Fig. 1: run 1, M2 wires
The bar under the picture is 50 microns long.
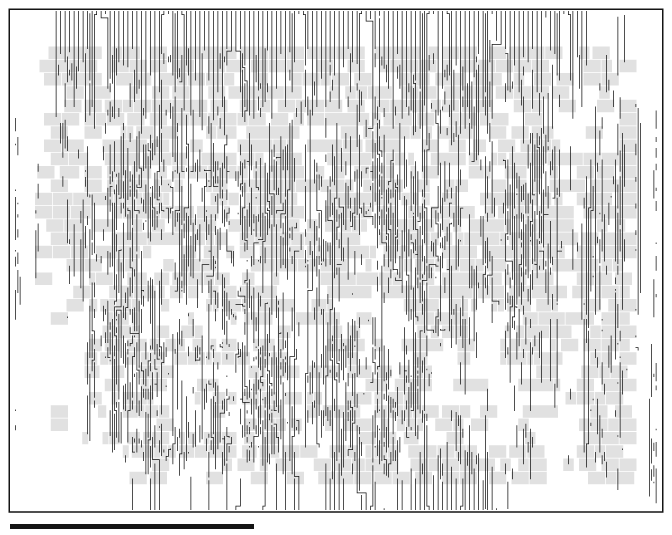
Fig. 2: run 1, the metal 1 layer
The bar under the picture is 50 microns long. Supply wires on this layer in gray.
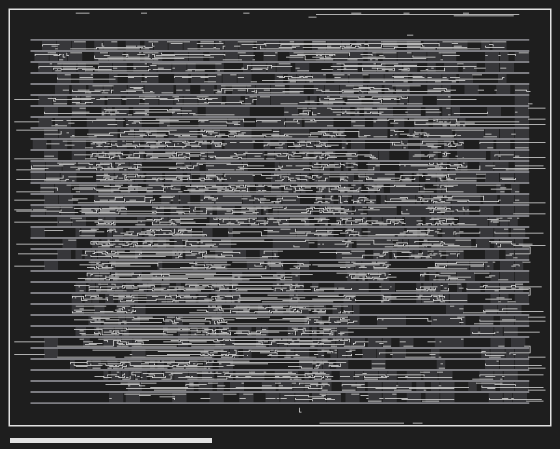
Fig. 3: run 1, layout detail
The bar under the picture is 10 microns long. Window x 47 to 87, y 11 to 51 microns. Cells in gray, sequential cells in the stronger gray; small squares are vias.
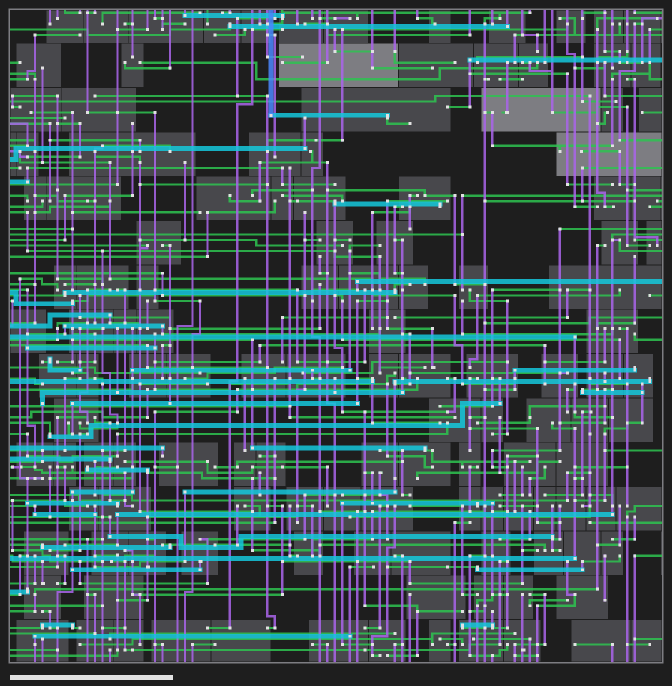
Fig. 4: run 1, cells by drive strength
The bar under the picture is 50 microns long.
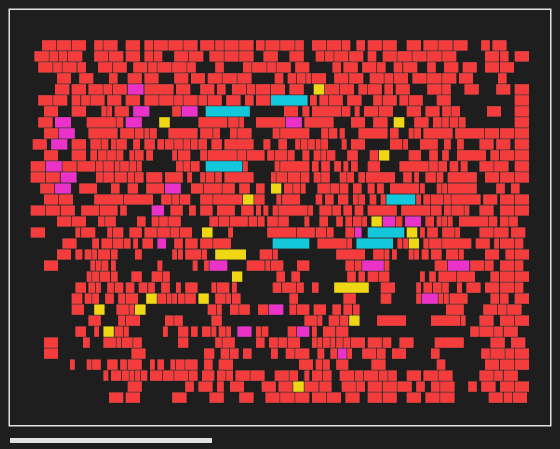
<file path="src/rtl/imem_load_ctrl.sv">
// -----------------------------------------------------------------------------
// imem_load_ctrl
//
// Owns the single instruction-RAM port and time-shares it between a host
// program loader and the pipeline IF stage. While a program image is being
// streamed in, the pipeline is held (cpu_run_o = 0, fetch_stall_o = 1) and
// the loader writes one 32-bit word per accepted beat at consecutive word
// addresses. After the last word there is a single DONE cycle, and then the
// pipeline is released into RUN, where fetches go straight through to the
// RAM's combinational read port.
//
// Ports
//   clk, rst            sole clock, synchronous active-high reset
//   load_start_i        start a load session (honoured in IDLE and RUN only)
//   load_base_addr_i    byte start address of the image, bits [1:0] ignored
//   load_count_i        number of words in the image, 1..DEPTH_WORDS
//   run_i               IDLE -> RUN without loading
//   load_valid_i/       loader word stream; a word is taken when
//   load_data_i/        load_valid_i & load_ready_o
//   load_ready_o
//   fetch_addr_i        IF-stage byte PC
//   fetch_instr_o       instruction to IF (NOP_INSTR unless running)
//   fetch_stall_o       IF must hold its PC
//   imem_addr_o         byte address to RAM (write pointer in LOAD, PC else)
//   imem_wr_data_o      RAM write data (zero when not writing)
//   imem_wr_en_o        RAM write strobe
//   imem_rd_data_i      RAM combinational read data
//   cpu_run_o           pipeline may run
//   load_busy_o         a load session is in progress
//   load_done_o         one-cycle pulse when a session completes
//   load_err_o          one-cycle pulse when a start request is rejected
//   load_words_o        words written in the current or last session
// -----------------------------------------------------------------------------
module imem_load_ctrl #(
    parameter int          DEPTH_WORDS = 1024,
    parameter logic [31:0] NOP_INSTR   = 32'h0000_0000
) (
    input  logic        clk,
    input  logic        rst,

    input  logic        load_start_i,
    input  logic [31:0] load_base_addr_i,
    input  logic [10:0] load_count_i,
    input  logic        run_i,

    input  logic        load_valid_i,
    input  logic [31:0] load_data_i,
    output logic        load_ready_o,

    input  logic [31:0] fetch_addr_i,
    output logic [31:0] fetch_instr_o,
    output logic        fetch_stall_o,

    output logic [31:0] imem_addr_o,
    output logic [31:0] imem_wr_data_o,
    output logic        imem_wr_en_o,
    input  logic [31:0] imem_rd_data_i,

    output logic        cpu_run_o,
    output logic        load_busy_o,
    output logic        load_done_o,
    output logic        load_err_o,
    output logic [10:0] load_words_o
);

    // One extra bit so the pointer can step one past the last word of an
    // image that ends exactly at the top of memory without wrapping.
    localparam int PTR_W = $clog2(DEPTH_WORDS) + 1;

    localparam logic [1:0] ST_IDLE = 2'd0;
    localparam logic [1:0] ST_LOAD = 2'd1;
    localparam logic [1:0] ST_DONE = 2'd2;
    localparam logic [1:0] ST_RUN  = 2'd3;

    logic [1:0]       state_q, state_d;
    logic [PTR_W-1:0] ptr_q,   ptr_d;
    logic [10:0]      rem_q,   rem_d;
    logic [10:0]      words_q, words_d;
    logic             err_q,   err_d;

    // -------------------------------------------------------------------------
    // Start request range check. The end word is computed on the full 30-bit
    // word index so a huge base cannot alias back into range.
    // -------------------------------------------------------------------------
    logic [32:0] end_word;
    logic        count_ok;
    logic        span_ok;
    logic        start_ok;

    assign end_word = {3'b000, load_base_addr_i[31:2]} + {22'd0, load_count_i};
    assign count_ok = (load_count_i != 11'd0) &&
                      ({21'd0, load_count_i} <= 32'(DEPTH_WORDS));
    assign span_ok  = (end_word <= 33'(DEPTH_WORDS));
    assign start_ok = count_ok && span_ok;

    // Byte-offset bits of the base address carry no information.
    logic unused_base_lsbs;
    assign unused_base_lsbs = ^load_base_addr_i[1:0];

    logic in_load;
    logic in_run;
    logic wr_fire;

    assign in_load = (state_q == ST_LOAD);
    assign in_run  = (state_q == ST_RUN);
    assign wr_fire = in_load && load_valid_i;

    // -------------------------------------------------------------------------
    // Next-state logic
    // -------------------------------------------------------------------------
    always_comb begin
        state_d = state_q;
        ptr_d   = ptr_q;
        rem_d   = rem_q;
        words_d = words_q;
        err_d   = 1'b0;

        case (state_q)
            ST_IDLE, ST_RUN: begin
                // A start request has priority over run_i. A rejected start
                // leaves the state alone even if run_i is also asserted.
                if (load_start_i) begin
                    if (start_ok) begin
                        state_d = ST_LOAD;
                        ptr_d   = load_base_addr_i[PTR_W+1:2];
                        rem_d   = load_count_i;
                        words_d = 11'd0;
                    end else begin
                        err_d = 1'b1;
                    end
                end else if ((state_q == ST_IDLE) && run_i) begin
                    state_d = ST_RUN;
                end
            end

            ST_LOAD: begin
                // rem_q is at least 1 on entry, so rem_q == 1 marks the last word.
                if (load_valid_i) begin
                    ptr_d   = ptr_q + PTR_W'(1);
                    rem_d   = rem_q - 11'd1;
                    words_d = words_q + 11'd1;
                    if (rem_q == 11'd1) begin
                        state_d = ST_DONE;
                    end
                end
            end

            ST_DONE: begin
                state_d = ST_RUN;
            end

            default: begin
                state_d = ST_IDLE;
            end
        endcase
    end

    always_ff @(posedge clk) begin
        if (rst) begin
            state_q <= ST_IDLE;
            ptr_q   <= '0;
            rem_q   <= '0;
            words_q <= '0;
            err_q   <= 1'b0;
        end else begin
            state_q <= state_d;
            ptr_q   <= ptr_d;
            rem_q   <= rem_d;
            words_q <= words_d;
            err_q   <= err_d;
        end
    end

    // -------------------------------------------------------------------------
    // Outputs. Everything except load_err_o is decoded from the current state
    // so that the RAM write and the fetch path have zero added latency.
    // -------------------------------------------------------------------------
    assign load_ready_o   = in_load;
    assign imem_wr_en_o   = wr_fire;
    assign imem_wr_data_o = wr_fire ? load_data_i : 32'd0;

    // The write pointer owns the address bus for the whole LOAD state, not
    // only on write beats, so the RAM never sees a stray fetch address there.
    assign imem_addr_o    = in_load ? {{(30-PTR_W){1'b0}}, ptr_q, 2'b00}
                                    : fetch_addr_i;

    assign cpu_run_o      = in_run;
    assign fetch_stall_o  = !in_run;
    assign fetch_instr_o  = in_run ? imem_rd_data_i : NOP_INSTR;

    assign load_busy_o    = in_load;
    assign load_done_o    = (state_q == ST_DONE);
    assign load_err_o     = err_q;
    assign load_words_o   = words_q;

endmodule
</file>
<file path="config.mk">
export PLATFORM = sky130hd
export DESIGN_NAME = imem_load_ctrl
export DESIGN_NICKNAME = d
export VERILOG_FILES = /design/src/rtl/imem_load_ctrl.sv
export SDC_FILE = /design/constraint.sdc
export NUM_CORES = 1
export LEC_CHECK = 0
export CORE_ASPECT_RATIO = 0.75
export CORE_MARGIN = 5
export CORE_UTILIZATION = 39
export DETAILED_ROUTE_END_ITERATION = 10
export GPL_TIMING_DRIVEN = 1
export PLACE_DENSITY = 0.82
export SLEW_MARGIN = 20
export SYNTH_ARGS = -nofsm -noshare
export SYNTH_HDL_FRONTEND = slang
export SYNTH_SLANG_ARGS = --single-unit
</file>
<file path="constraint.sdc">
create_clock -name clk -period 5.3 [get_ports clk]
set_input_delay 1.06 -clock clk [delete_from_list [all_inputs] [get_ports clk]]
set_output_delay 1.06 -clock clk [all_outputs]
set_load 0.005 [all_outputs]
</file>
==> results.cfg, run 1 <==
; implementation run metrics
[run_status]
status = complete, no violations

[final_layout]
footprint_of_the_multi_input_gates_sq_um = 3470
antenna-diode-count = 0
utilization = 0.660
clock_buffers = 5
bufAreaShareNonClock = 0.370
drive_gt1_frac = 0.0598

[floorplanning]
chipHeight_microns = 103

[logic_synthesis]
async_reset_ff_frac = 0
number_of_warnings_printed_during_yosys_synthesis = 0
library_cells_used_by_synthesis = 69
synthTopCellsByArea = dfxtp_1 16%, and3_1 6.5%, ha_1 5.6%

[detailed_routing]
dr_wl_met2_mm = 8.98
vias_per_cell = 5.84

[setup_path]
crit_path_end = ptr_q[6]
setup.worst_path.start_class = input pin
critPathArrivalTime_ns = 4.99

[clocking]
cts_tree = built
cts_inserted_buffers = 5

[flow_run]
timing.max_cap.violations = 0
log.warning_count = 33

[global_route]
antenna_found_initial = 1

[sta]
fin_setup_tns_ns = 0
unrepaired_setup_endpoints_after_global_routing = false
## Picture notes: Fig. 1
share of all routed wire: 46%
main direction: vertical
wire length on this layer: 8980 microns
Global Route met2 Usage: 0.424
DR vias: 5897
wire length after detailed routing: 19.6 mm

## Picture notes: Fig. 2
share of all routed wire: 44%
wire length on this layer: 8570 microns
nets with wire on the layer: 942
main direction: horizontal
longest straight run: 50.1 microns
met1 Usage GRT: 0.373

## Picture notes: Fig. 3
legend:
  cyan:
    layer: met3
  purple:
    layer: met2
  green:
    layer: met1
  blue:
    layer: met4
sequential cells in the window: 3
netlist names of flops here include: rem_q (3)
most frequent: nand2_1 (10), nor2_1 (8), nand4_1 (8)
cells with their middle in the window: 129

## Picture notes: Fig. 4
legend:
  red:
    size: drive 1 or less
    cells: 817
    share: 94%
  yellow:
    size: drive 3 to 4
    cells: 20
    share: 2.3%
  cyan:
    size: drive 6 and up
    cells: 7
    share: 0.81%
  magenta:
    size: drive 2
    cells: 25
    share: 2.9%
final instance area: 7310 sq um
nonclk buf count: 273
setup slack after layout: 0.498 ns

## Run 2: what changed since run 1
--- a/config.mk
+++ b/config.mk
@@ -9,9 +9,8 @@
 export CORE_MARGIN = 5
 export CORE_UTILIZATION = 39
 export DETAILED_ROUTE_END_ITERATION = 10
-export GPL_TIMING_DRIVEN = 1
 export PLACE_DENSITY = 0.82
-export SLEW_MARGIN = 20
+export SLEW_MARGIN = 10
 export SYNTH_ARGS = -nofsm -noshare
 export SYNTH_HDL_FRONTEND = slang
 export SYNTH_SLANG_ARGS = --single-unit
Fig. 5: run 2, layout detail
The bar under the picture is 10 microns long. Window x 47 to 87, y 11 to 51 microns. Cells in gray, sequential cells in the stronger gray; small squares are vias.
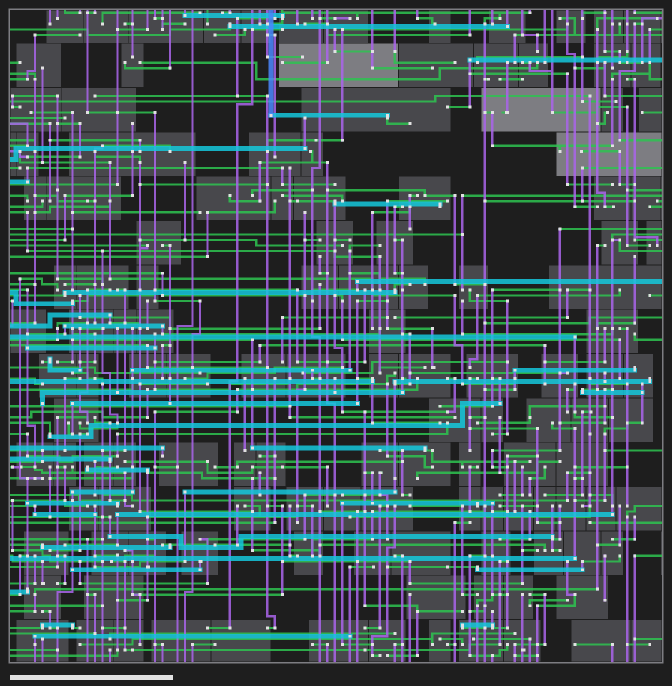
legend:
  green:
    layer: met1
  purple:
    layer: met2
  blue:
    layer: met4
  cyan:
    layer: met3
netlist names of flops here include: rem_q (3)
sequential cells in the window: 3
most frequent: nand2_1 (10), nor2_1 (8), nand4_1 (8)
cells with their middle in the window: 129

Fig. 6: run 2, the metal 1 layer
The bar under the picture is 50 microns long. Supply wires on this layer in gray.
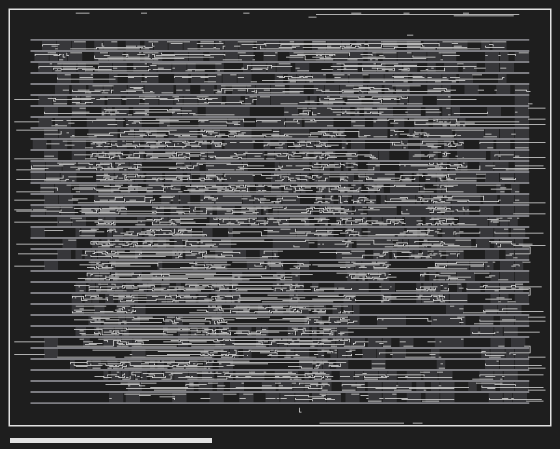
main direction: horizontal
share of all routed wire: 44%
wire length on this layer: 8570 microns

Fig. 7: run 2, M2 wires
The bar under the picture is 50 microns long.
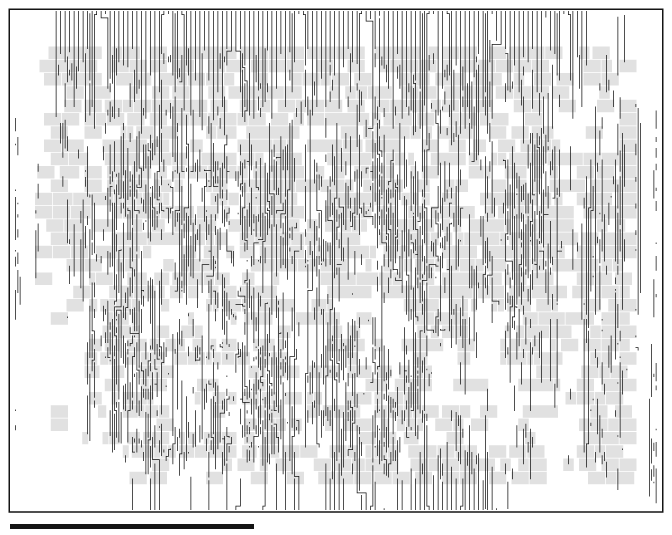
longest straight run: 42.5 microns
nets with wire on the layer: 876

==> results.cfg, run 2 <==
; implementation run metrics
[sta]
setup_slack_ns = 0.498
period_used_share = 0.906
unrepaired_setup_endpoints_after_global_routing = false
fin_setup_tns_ns = 0

[flow_run]
log.warning_count = 33
timing.max_cap.violations = 0

[final_layout]
bufAreaShareNonClock = 0.370
clock_buffers = 5
utilization = 0.660
antenna-diode-count = 0
buffers_excl_clock = 273
drive_gt1_frac = 0.0598
postLayoutCellArea_sq_um = 7310

[detailed_routing]
vias_per_cell = 5.84
routed-via-count = 5897

[logic_synthesis]
number_of_warnings_printed_during_yosys_synthesis = 0
synthTopCellsByArea = dfxtp_1 16%, and3_1 6.5%, ha_1 5.6%
post-synth-top-area-cell = dfxtp_1
library_cells_used_by_synthesis = 69
fa_ha_area_frac = 0.0606
async_reset_ff_frac = 0

[global_route]
antenna_found_initial = 1
global_route.usage.met2 = 0.424
global_route.usage.met1 = 0.373

[hold_path]
hold_path.startpoint = load_words_o[10]

[setup_path]
setup.worst_path.start_class = input pin
crit_path_end = ptr_q[6]

[run_status]
status = complete, no violations

[clocking]
cts_tree = built
cts_inserted_buffers = 5

[floorplanning]
chipHeight_microns = 103

[pwr]
pg_comb_w = 0.00114
## Run 3: what changed since run 2
--- a/config.mk
+++ b/config.mk
@@ -6,10 +6,10 @@
 export NUM_CORES = 1
 export LEC_CHECK = 0
 export CORE_ASPECT_RATIO = 0.75
-export CORE_MARGIN = 5
 export CORE_UTILIZATION = 39
 export DETAILED_ROUTE_END_ITERATION = 10
-export PLACE_DENSITY = 0.82
+export MAX_ROUTING_LAYER = met4
+export PLACE_DENSITY = 0.88
 export SLEW_MARGIN = 10
 export SYNTH_ARGS = -nofsm -noshare
 export SYNTH_HDL_FRONTEND = slang
Fig. 8: run 3, layout detail
The bar under the picture is 10 microns long. Window x 43 to 83, y 8 to 48 microns. Cells in gray, sequential cells in the stronger gray; small squares are vias.
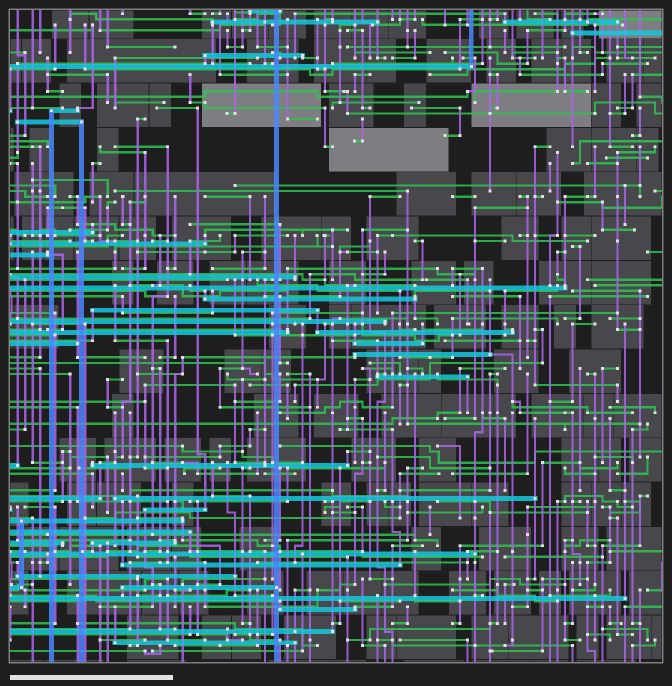
legend:
  purple:
    layer: met2
  cyan:
    layer: met3
  blue:
    layer: met4
  green:
    layer: met1
most frequent: nand2_1 (13), nor2_1 (10)
netlist names of flops here include: rem_q (4)
cells with their middle in the window: 148
sequential cells in the window: 4

Fig. 9: run 3, cells by drive strength
The bar under the picture is 50 microns long.
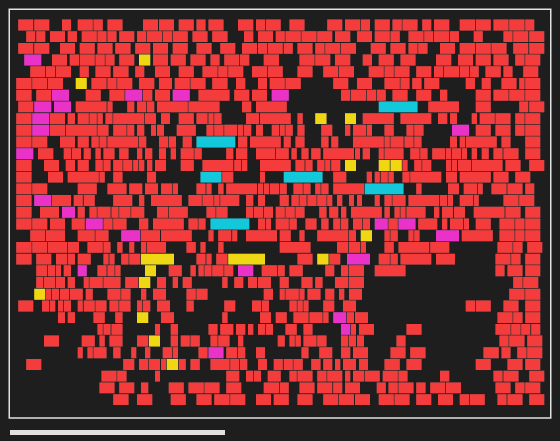
legend:
  red:
    size: drive 1 or less
    cells: 819
    share: 95%
  yellow:
    size: drive 3 to 4
    cells: 17
    share: 2.0%
  cyan:
    size: drive 6 and up
    cells: 6
    share: 0.69%
  magenta:
    size: drive 2
    cells: 24
    share: 2.8%
area added between synthesis and finish: 62.6%
nonclk buf count: 270
setup slack after layout: 0.463 ns

==> results.cfg, run 3 <==
; implementation run metrics
[run_status]
status = complete, but fails checks
violations = design-rule violations

[pwr]
pg_comb_w = 0.00111
sw_frac_of_total = 0.391
top_power_group = combinational cells

[logic_synthesis]
post-synth-top-area-cell = dfxtp_1
library_cells_used_by_synthesis = 69
synth-xor-area-share = 0.0314
number_of_warnings_printed_during_yosys_synthesis = 0
synth_chip_area_sq_um = 4460
fa_ha_area_frac = 0.0606
async_reset_ff_frac = 0
post_synth_edffs = 0
synthTopCellsByArea = dfxtp_1 16%, and3_1 6.5%, ha_1 5.6%

[final_layout]
bufAreaShareNonClock = 0.368
antenna-diode-count = 0
layout.cells.non_filler = 1006
layout.cells.most_common_list = 255 x clkdlybuf4s50_1, 47 x nand2_1, 46 x and3_1
clock_buffers = 8
footprint_of_the_multi_input_gates_sq_um = 3470
utilization = 0.658
drive_gt1_frac = 0.0543
postLayoutCellArea_sq_um = 7250

[detailed_routing]
drt-pass1-iter-count = 9
dr_wl_met2_mm = 7.50
route.detailed.drc = 16
vias_per_cell = 5.88

[clocking]
cts_inserted_buffers = 5
cts_tree = built
holdBufCountCts = 0
clock_latency_ns = 0.28

[floorplanning]
chipHeight_microns = 94.6
floorplan.die.width_microns = 125
rows = 33
n_tap_cell = 140

[global_route]
antenna_found_initial = 0
global_route.usage.met1 = 0.385
global_route.usage.met2 = 0.417

[sta]
unrepaired_setup_endpoints_after_global_routing = false
fin_setup_tns_ns = 0
setup-violations-final = 0
max_slew.worst_pin.slew_ns = 0.925
period_used_share = 0.913

[hold_path]
hold_path.startpoint = rem_q[8]

[setup_path]
critPathArrivalTime_ns = 5.00
crit_path_end = load_words_o[9]
setup.worst_path.start_class = input pin
critical_path.n_buffers_inverters = 1

[flow_run]
log.warning_count = 33
timing.max_cap.violations = 0
Fig. 10: run 3, M2 wires
The bar under the picture is 50 microns long.
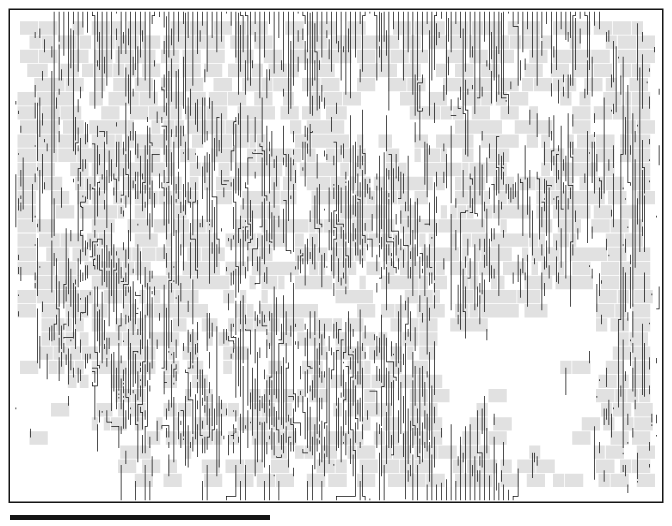
longest straight run: 37.1 microns
wire length on this layer: 7500 microns
main direction: vertical
nets with wire on the layer: 884
share of all routed wire: 43%
wire length after detailed routing: 17.3 mm
DR vias: 5919


==> layout pictures side by side <==
Congestion heat map.
(a)
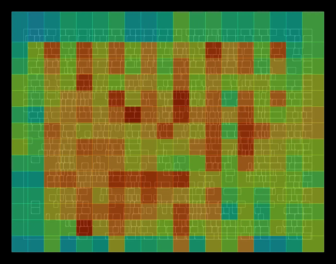
(b)
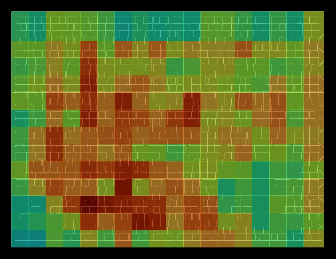
run 3: (b)
run 1: (a)

